==> run_1/clock_wires.png <==
Scale: 8 px per µm.
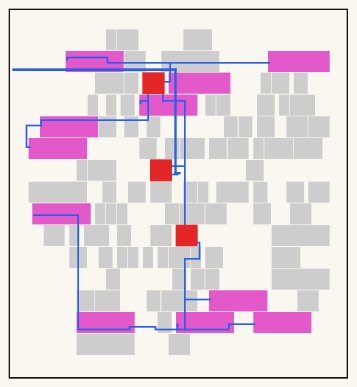
==> run_1/route_heat.png <==
Scale: 8 px per µm. The die is cut into 8 by 9 equal tiles; white is low, dark blue is high, scaled to the fullest tile. Values are wire area over tile area, all layers added.
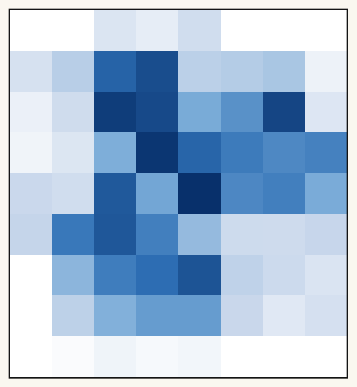
==> run_1/congestion_map.png <==
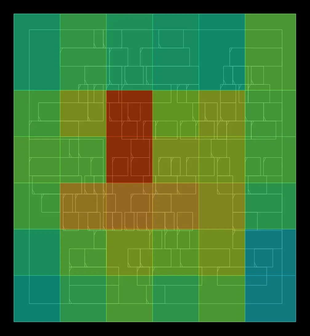
==> config.mk <==
export PLATFORM = sky130hd
export DESIGN_NAME = seq_detect_1011_flat
export DESIGN_NICKNAME = d
export VERILOG_FILES = /design/src/rtl/seq_detect_1011_if.sv /design/src/rtl/seq_detect_1011.sv /design/src/flat_wrapper.sv
export SDC_FILE = /design/constraint.sdc
export NUM_CORES = 1
export LEC_CHECK = 0
export CORE_ASPECT_RATIO = 1.1
export CORE_MARGIN = 2
export CORE_UTILIZATION = 35
export DETAILED_ROUTE_END_ITERATION = 7
export GPL_ROUTABILITY_DRIVEN = 0
export PLACE_DENSITY_LB_ADDON = 0.2
export SYNTH_ARGS = -nofsm -noshare
export SYNTH_HDL_FRONTEND = slang
export SYNTH_SLANG_ARGS = --single-unit
export TNS_END_PERCENT = 5
==> constraint.sdc <==
create_clock -name clk -period 1.85 [get_ports clk]
set_clock_uncertainty 0.15 [all_clocks]
set_input_delay 0.37 -clock clk [delete_from_list [all_inputs] [get_ports clk]]
set_output_delay 0.37 -clock clk [all_outputs]
set_load 0.05 [all_outputs]
==> commit_impl_results.txt, run 1 <==
Add synthesis and place-and-route results

* Status: finished, final reports clean
- Vias in the first global route: 521
- For the pin with the worst max-slew slack, the measured transition is 0.325 ns.
* Total cells reported by yosys after synthesis: 71
* Nets in the synthesized netlist: 77
- Worst-case register-to-register setup slack: 0.29 ns
- Net total in the final layout: 105
- Placement-stage worst setup slack: -0.180 ns
- Per the run report, area growth between synthesis and finish was 52.9%.
* Worst Path Arrival: 1.80 ns
- From the final report, the count of setup violators was given as 0.
- Core Util at FP: 36.3%
* Highest clock frequency the design can meet: 574 MHz
- Antenna violations before repair: 0
- The post-placement cell area is 827 µm².
- A synthesized cell averages 7.86 µm².
- The count of buffers added on input and output ports is 16.
- For reference, the final report shows the max-slew violation count at 0.
- Register bit total from synthesis: 11
- At the worst endpoint, the required time is 1.91 ns.
* Cell area leaders: dfxtp_1, a21oi_1, nand2_1
- Post-CTS repair changed the size of 0 cells.
* Synth area leader: dfxtp_1
- Synth warn: 0
* Top fanout value on the critical path: 4
- The script extracted a total leakage power of 0.000319 µW.
- Per the TritonCTS log, the buffer count is 3.
- Number of cell instances on the worst register-to-register path: 5
* Post-DP HPWL: 1020 µm
- Per the CTS log, the maximum H-tree level is 1.
- For this design, the CTS-stage hold fixing added 0 buffers.
- Vertical die dimension: 45.9 µm
- Hold WC Path Type: reg -> reg
- Number of clock sinks: 11
* Global-route wire length before repair: 2260 µm
- Die outline area: 1930 µm²
- The pre-antenna-repair detailed-routing pass consisted of 4 iterations.
- The tree is rooted in a clkbuf_4.
* RSZ-0062 raised after global routing: false
- Summing every instance area after synthesis gives 558 µm².
* Worst hold path depth: 2
- Boundary pin count: 17
- # diodes: 0
- Power density over cell area: 551 nW/µm²
- Measured along the x axis, the die boundary spans 42.1 µm.
About clock_wires.png:
legend:
  flip-flops:
    colour: magenta
    count: 11
  clock wires:
    colour: blue
    length: 179 µm
  clock-net drivers:
    colour: red
    count: 3
flops lie: all over the die
routed clock nets: 4
insertion delay at the late pin of the worst-skew pair: 0.27 ns
power in the clock group: 169 µW
portion of total power attributed to the clock network: 35.9%

About route_heat.png:
tiles over half the peak: 33%
mean over tiles: 0.11
fullest tile: 0.30
densest ninth of the die: middle
global routing usage summed across all routing layers: 16.0%
routed via count: 597
aggregate routed wire length: 1370 µm
average detailed-routed wire length per instance: 11.9 µm

About congestion_map.png:
met3 Usage GRT: 5.16%
most congested layer reported by global routing: met2
Global Route met1 Usage: 19.7%
core occupancy in the finished layout: 55.4%
met2 Usage GRT: 25.0%

-- run 1: placed cells by master, fill, tap and decap left out --
master / synthesis / routed
nor2_1: 7 / 7
or2_2: 2 / 2
nand2_1: 7 / 7
nand4b_1: 2 / 2
a311oi_1: 3 / 3
dfxtp_1: 11 / 9
mux2i_1: 1 / 1
ha_1: 1 / 1
buf_12: 0 / 5
a31oi_1: 3 / 3
nor3_1: 5 / 5
o21ai_0: 5 / 5
clkbuf_4: 0 / 3
clkdlybuf4s50_1: 0 / 4
dfxtp_2: 0 / 2
inv_1: 3 / 3
a41o_1: 1 / 1
and2_1: 2 / 2
nand2b_1: 2 / 2
or3_1: 1 / 1
and3_1: 1 / 1
or3_4: 1 / 1
nand4_1: 1 / 1
buf_4: 0 / 14
clkbuf_1: 0 / 1
nand3_1: 3 / 3
a21oi_1: 8 / 8
nand2_2: 1 / 1
-- run 1: synth_stat cells --
cell type and number:
dfxtp_1 11, nor2_1 7, and2_1 2, nand4_1 1, or3_1 1, and3_1 1, or3_4 1, nand3_1 3
inv_1 3, nand2_2 1, nand4b_1 2, a21oi_1 8, a41o_1 1, nand2_1 7, or2_2 2, o21ai_0 5
nand2b_1 2, a31oi_1 3, ha_1 1, a311oi_1 3, mux2i_1 1, nor3_1 5
-- run 1: report_power, final --
| group | switching, µW | leakage [µW] | internal [µW] |
|---|---|---|---|
| clock network | 85.2 | 0.0000150 | 83.4 |
| registers | 6.13 | 0.0000896 | 240 |
| logic | 28.9 | 0.000215 | 26.2 |
| total | 120 | 0.000319 | 350 |
-- run 1: critical path, cell delays in order --
cell             delay [ns]
clkdlybuf4s50_1        0.50
nand2_2                0.06
or3_4                  0.38
or3_1                  0.35
a21oi_1                0.13
-- run 1: per-layer routing --
metal	GRT usage [%]	wire (µm)
met5	0	0
met1	19.7	645
met3	5.16	59
met4	9.38	12
met2	25.0	653
-- run 1: area by class of cell --
class | count | share of cell area, %
Multi-Input combinational cell | 57 | 38.3
Timing Repair Buffer | 23 | 28.7
Sequential cell | 11 | 26.1
Clock buffer | 4 | 3.08
Tap cell | 17 | 2.49
Inverter | 3 | 1.32
-- run 1: stage by stage --
| step | instances | hold slack [ns] | setup TNS, ns |
|---|---|---|---|
| after floorplan | 71 | 0.285 | 0 |
| after global placement | 111 | 0.334 | -0.454 |
| after detailed placement | 111 | 0.345 | -0.562 |
| after CTS | 115 | 0.354 | 0 |
| after global routing | 115 | 0.391 | 0 |
| final | 115 | 0.348 | 0 |
-- run 1: cell families after synthesis --
family / Yosys count / synth area share [%]
buf+inv: 3 / 2.02
flops: 11 / 39.5
mux: 1 / 1.79
fa+ha+maj: 1 / 2.24
simple gates: 35 / 33.0
compound gates: 20 / 21.5
--- run 2 (diff from run 1) ---
- CORE_ASPECT_RATIO: 1.1 -> not set
- CORE_UTILIZATION: 35 -> 43
- SLEW_MARGIN: not set -> 20
==> run_2/route_heat.png <==
Scale: 10 px per µm. The die is cut into 8 by 8 equal tiles; white is low, dark blue is high, scaled to the fullest tile. Values are wire area over tile area, all layers added.
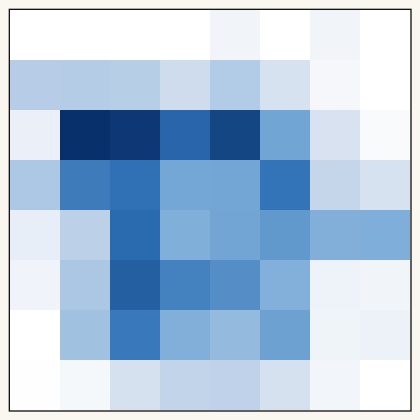
global routing usage summed across all routing layers: 22.8%
routed via count: 626
aggregate routed wire length: 1400 µm
average detailed-routed wire length per instance: 12.4 µm

==> commit_impl_results.txt, run 2 <==
Add synthesis and place-and-route results

- The run finished with clean final reports.
- Root Buffer: clkbuf_4
- Number of cell instances on the worst register-to-register path: 4
* Insertion delay at the late pin of the worst-skew pair: 0.27 ns
- On the critical path the data arrives at 1.80 ns.
- Clock buffers created by TritonCTS: 3
- Wire segments on met3 add up to 89 µm in the final route.
- The clock tree has to reach 11 sinks.
- Yosys stat counts 71 cells in the synthesized netlist.
- Vertical die dimension: 40.0 µm
- By count the netlist is led by dfxtp_1, a21oi_1, nand2_1, nor2_1.
- Vias in the first global route: 537
- The initial utilization of the core area, before any placement, comes to 48.3%.
- After legalization and detailed placement, the total HPWL measured 1070 µm.
- Wire segments on met2 add up to 627 µm in the final route.
* Total Neg Setup Slack: 0 ns
- The final antenna diode tally reported by the flow is 0.
- The leakage component of the power was reported as 0.000322 µW.
- Total buffers and inverters traversed by the critical path: 1
- Largest combinational cell category by area: simple AND/OR/NAND/NOR gates
* Count of library flops with an enable pin: 0
- Hold WC Path Type: reg -> reg
- Worst Max-Slew Pin Slew: 0.310 ns
- The synthesis report names the predominant flop master as dfxtp_1.
- For this run, asynchronously set or reset flops after synthesis account for 0%.
==> run_2/gates.png <==
Scale: 12 px per µm.
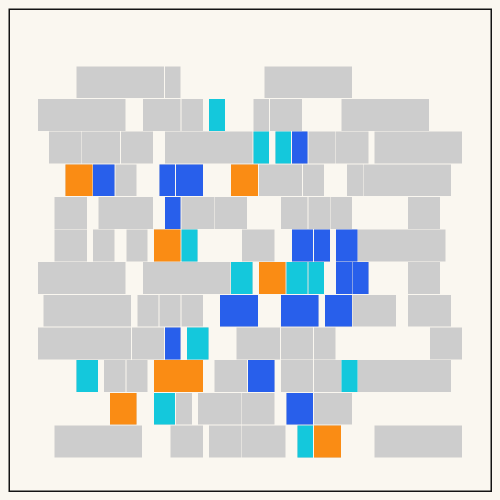
legend:
  and/or cells:
    colour: orange
    cells: 7
  nor cells:
    colour: cyan
    cells: 12
    most_used: nor2_1
  nand cells:
    colour: blue
    cells: 16
    most_used: nand2_1
post-layout instance count excluding filler cells: 113
most frequent logic cell in the layout: buf_4

run 2: netlist changes by cell type in the layout (fill, tap and decap cells not counted):
cell,change
buf_4,+2
buf_12,-1
run 2: worst reg2reg max path, cell delays in order (launching register included):
cell     delay, ns
dfxtp_2       0.41
nand2_1       0.09
or3_4         0.36
or3_1         0.36
a21oi_1       0.14
run 2: per-layer routing:
| metal | GRT usage, % | up-vias |
|---|---|---|
| met5 | 0 | - |
| li1 | - | 324 |
| met1 | 31.0 | 287 |
| met4 | 5.17 | 0 |
| met2 | 32.7 | 13 |
| met3 | 10.0 | 2 |
run 2: kinds of logic (layout without fill, tap and decap cells):
kind of cell,Yosys count,after routing
simple gates,35,35
mux,1,1
buf+inv,3,31
flops,11,11
fa+ha+maj,1,1
compound gates,20,20
run 2: area by class of cell:
cell class | instances | area [µm²]
timing repair buffer | 24 | 240
clock buffer | 4 | 26.3
fill | 99 | 312
multi-input combinational | 57 | 327
sequential | 11 | 223
tap | 14 | 17.5
inverter | 3 | 11.3
run 2: per-stage QoR:
step | cell area [µm²] | cells | hold WS [ns] | util [%]
after floorplan | 561 | 71 | 0.285 | -
after global placement | 818 | 109 | 0.333 | 70.8
after detailed placement | 818 | 109 | 0.344 | 70.8
after CTS | 845 | 113 | 0.354 | 73.1
after global routing | 845 | 113 | 0.371 | 73.1
final | 845 | 113 | 0.359 | 73.1
run 2: where the power goes:
part	leakage, µW	internal, µW	total, µW	switching [µW]
clock network	0.0000150	83.5	158	74.9
logic	0.000217	26.4	55.1	28.7
registers	0.0000896	240	247	6.65
No activity file was given, so power comes from the tool's default toggle rates.
